==> run_1/final_clocks.png <==
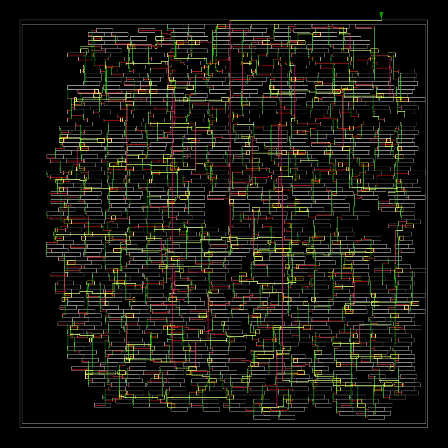
==> run_1/met4.png <==
The bar under the picture is 100 um long.
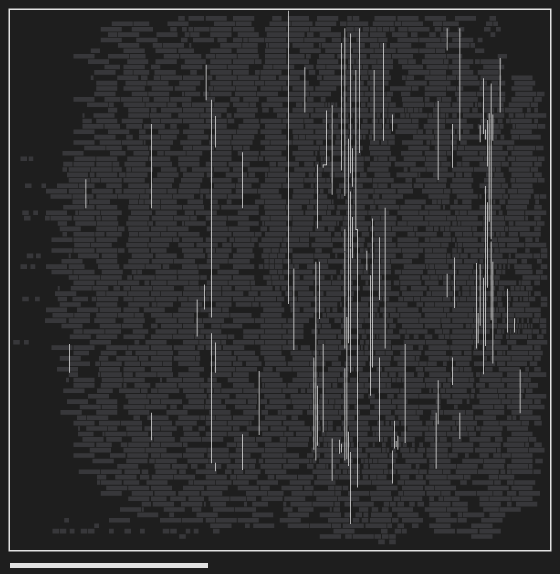
==> run_1/met2.png <==
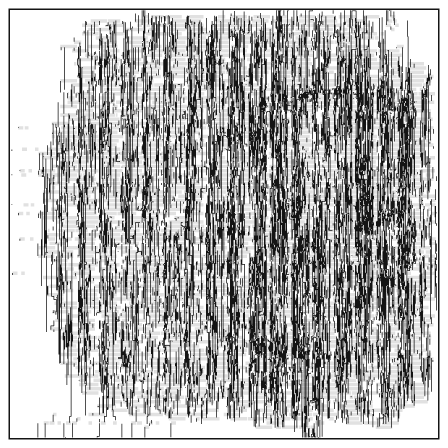
==> config.mk <==
export PLATFORM = sky130hd
export DESIGN_NAME = fft_bitrev_reorder
export DESIGN_NICKNAME = d
export VERILOG_FILES = /design/src/rtl/fft_bitrev_reorder.sv
export SDC_FILE = /design/constraint.sdc
export NUM_CORES = 1
export LEC_CHECK = 0
export CAP_MARGIN = 20
export CORE_UTILIZATION = 60
export CTS_BUF_LIST = sky130_fd_sc_hd__clkbuf_4 sky130_fd_sc_hd__clkbuf_8
export DETAILED_ROUTE_END_ITERATION = 10
export PLACE_DENSITY = 0.77
export SLEW_MARGIN = 0
export SYNTH_ARGS = -nofsm -noshare
export SYNTH_HDL_FRONTEND = slang
export SYNTH_SLANG_ARGS = --single-unit
==> constraint.sdc <==
create_clock -name clk -period 10.2 [get_ports clk]
set_input_delay 1.53 -clock clk [delete_from_list [all_inputs] [get_ports clk]]
set_output_delay 1.53 -clock clk [all_outputs]
set_load 0.05 [all_outputs]
==> Slide: Implementation Results <==
Synthesis and Place & Route Summary

Final layout
  – Nets: 2321
  – Final cell count without fillers: 3362
  – Post-layout util: 69.12%
  – Share of layout cells above drive strength 1: 27.76%
  – Final std cell area, no fill: 49670 um^2
  – Layout area overhead: 13.42%
  – Number of flip-flops in the largest register: 1088

Place
  – RePlAce Congestion: 0.8970
  – Pre-CTS setup slack: 5.203 ns
  – Detailed Place HPWL: 59.70 mm
  – Placed cell area: 46250 um^2
  – Inst Count DP: 3051
  – I/O Buffers: 80

Clock network
  – CTS tree: done
  – Bufs on Longest Clock Path: 3
  – # H-tree levels: 4
  – Later-pin clock latency in the skew report: 0.84 ns
  – Clk root buf: clkbuf_8
  – Postcts setup bufs: 0
  – Total CTS buffers: 170
  – Hold buffers post-CTS: 0
  – Worst-path clk slew: 0.06 ns
  – Post_cts resized: 0

Timing
  – Maximum clock frequency: 227.5 MHz
  – Skew final: 0.03196 ns
  – Final min period: 4.396 ns
  – Final setup viols: 0
  – Period utilisation layout: 43.10%
  – Worst-Margin Slew: 1.149 ns
  – Hold WS: 0.4785 ns
  – TNS Setup: 0 ns
  – Setup ws final: 5.804 ns
  – Final-report max-slew violation count: 0
  – Final Hold Vio Count: 0
  – Relative slew margins: 23.42%
  – RSZ-0062 raised after global routing: false

Flow run
  – Tool Warnings: 34
  – Maximum Capacitance Violations: 0

Status
  – Status: completed

Synthesis
  – YS warnings: 0
  – Most frequent cell after synthesis: edfxtp_1
  – Syn_area_per_cell: 21.26 um^2
  – Synth flops: 1141
  – Sequential fraction of the synthesis area: 77.64%
  – Cell Type Count: 45
  – # Cells Yosys: 2060
  – Synth cell count leaders: edfxtp_1, mux4_2, mux2i_1, nor2_1, o22ai_1
  – Asr flop ratio synth: 4.645%
  – Syn Nets: 2102
  – Mapped cell area: 43790 um^2
  – Top-area cell share: 74.61%
  – Flip-flops with a built-in enable: 1088
  – Synth area leader: edfxtp_1
  – Synth area leaders: edfxtp_1, mux4_2, mux2i_1, dfrtp_1, mux2_2
  – Commonest flop: edfxtp_1
  – Mapped Cells: 2060
  – Yosys stat chip area: 43790 um^2

Power and ir drop
  – Sequential power share: 53.1%
  – Maximum vdd drop: 0.0002431 V
  – Tot Pwr: 10.15 mW
  – Sw power: 2.471 mW
  – Sw Ratio: 24.35%
  – LEAKAGE: 15.53 nW
  – Logic gate share of total power: 11.2%
  – Clk network pwr share: 35.6%
  – P_int: 7.678 mW
  – Cell Pwr Density: 204.3 nW/um^2

Worst setup path
  – Crit path max-delay cell type: dfrtp_4
  – Worst-path cell chain: buf_12 > buf_4 > mux4_2 > mux2i_1 > o22ai_1 > or3_1
  – Worst setup SP type: flip-flop
  – Reg2reg path depth: 6
  – Crit path kind: reg2reg
  – Worst Path Arrival: 5.09 ns
  – Bufs and invs on worst path: 2
  – CP max FO: 128
  – Number of cells on the critical path: 6
  – CP Capture Type: flip-flop
  – Cell family with most CP delay: buffers and inverters
  – Worst path max stage delay: 0.92 ns
  – R2r setup slk: 5.80 ns
  – Critical Path RT: 10.90 ns

Routing
  – DRC errors left: 0
  – Top sig layer: met4
  – Router iterations before antenna repair: 5
  – Initial DRC count: 3231
  – Metal-1 WL: 40.10 mm
  – Met3 WL post-DR: 11.85 mm
  – Routed Antenna Nets: 0
  – Via density: 6.604
  – WL per Instance: 31.18 um
  – Met2 routed WL: 49.56 mm

Global route
  – Largest net degree at the start of global routing: 129
  – Gr usage total: 28.87%
  – GR Overflow Total: 0
  – Global routing's busiest layer: met2
  – GRT met1 Usage: 41.20%
  – Initial antenna violation count: 3
  – Grt met3 use: 7.167%
  – Vias in the first global route: 22374
  – First-pass GRT wire length: 150.9 mm

Die
  – Chip Area: 74070 um^2
  – Die width: 272.2 um
  – Ports: 81
  – Die height: 272.2 um
  – Core area: 71850 um^2
  – Core Rows: 98
  – Floorplan utilization: 60.94%

Hold path
  – Hold Path Depth: 2
  – Hold Crit Class: reg2reg
-- final_clocks.png (at the start) --
Seq cells: 1141
# clock sinks: 1141
number of clock-tree buffers in the layout: 251

-- met4.png (at the start) --
share of all routed wire = 3.2%
longest straight run = 148 um
nets with wire on the layer = 71
routed wire length: 104.8 mm
vias: 22202

-- met2.png (at the start) --
nets with wire on the layer = 2079
longest straight run = 95.0 um
wire length on this layer = 49.6 mm
grt met2 use: 44.02%

## run 1: worst register-to-register path, cell delays in order, from the launching register on
cell and delay [ns]:
dfrtp_4 0.92, buf_12 0.59, buf_4 1.15, mux4_2 0.63, mux2i_1 0.41, o22ai_1 0.15
or3_1 0.40
## run 1: layout by cell type (no fill, tap or decap), drive strengths merged, types with 42 or more instances in the layout
| cell type | instances |
|---|---|
| buf | 84 |
| mux4 | 204 |
| mux2 | 68 |
| edfxtp | 1088 |
| nor2 | 73 |
| mux2i | 171 |
| o21ai | 42 |
| clkdlybuf4s50 | 80 |
| dfrtp | 53 |
| clkbuf | 251 |
| o22ai | 67 |
## run 1: power by group through the flow
| stage | combinational [mW] | clock [mW] | sequential, mW |
|---|---|---|---|
| final | 1.14 | 3.62 | 5.39 |
| after global routing | 1.19 | 3.84 | 5.40 |
| after CTS | 1.13 | 3.65 | 5.39 |
| after detailed placement | 1.13 | 0 | 5.49 |
| after global placement | 1.08 | 0 | 5.48 |
| after floorplan | 0.666 | 0 | 5.50 |
## run 1: cell type report
class	instances	area, um^2
Inverter	6	22.52
Clock inverter	52	305.3
Antenna cell	2	5.005
Tap cell	950	1189
Clock buffer	251	3010
Sequential cell	1141	34010
Timing Repair Buffer	164	1664
Multi-Input combinational cell	796	9463
Fill cell	4277	22190
## run 1: kinds of logic (layout without fill, tap and decap cells)
family | Yosys count | after routing | share of synthesized area (%)
and+or+nand+nor | 154 | 154 | 1.700
xor gates and xnor gates | 3 | 3 | 0.06001
buffers and inverters | 123 | 473 | 1.394
AOI/OAI and AO/OA | 193 | 193 | 2.974
adders and majority gates | 3 | 3 | 0.08573
DFF | 1141 | 1141 | 77.64
muxes | 443 | 443 | 16.15
other | 0 | 2 | 0
Power and IR drop assume default switching activity.
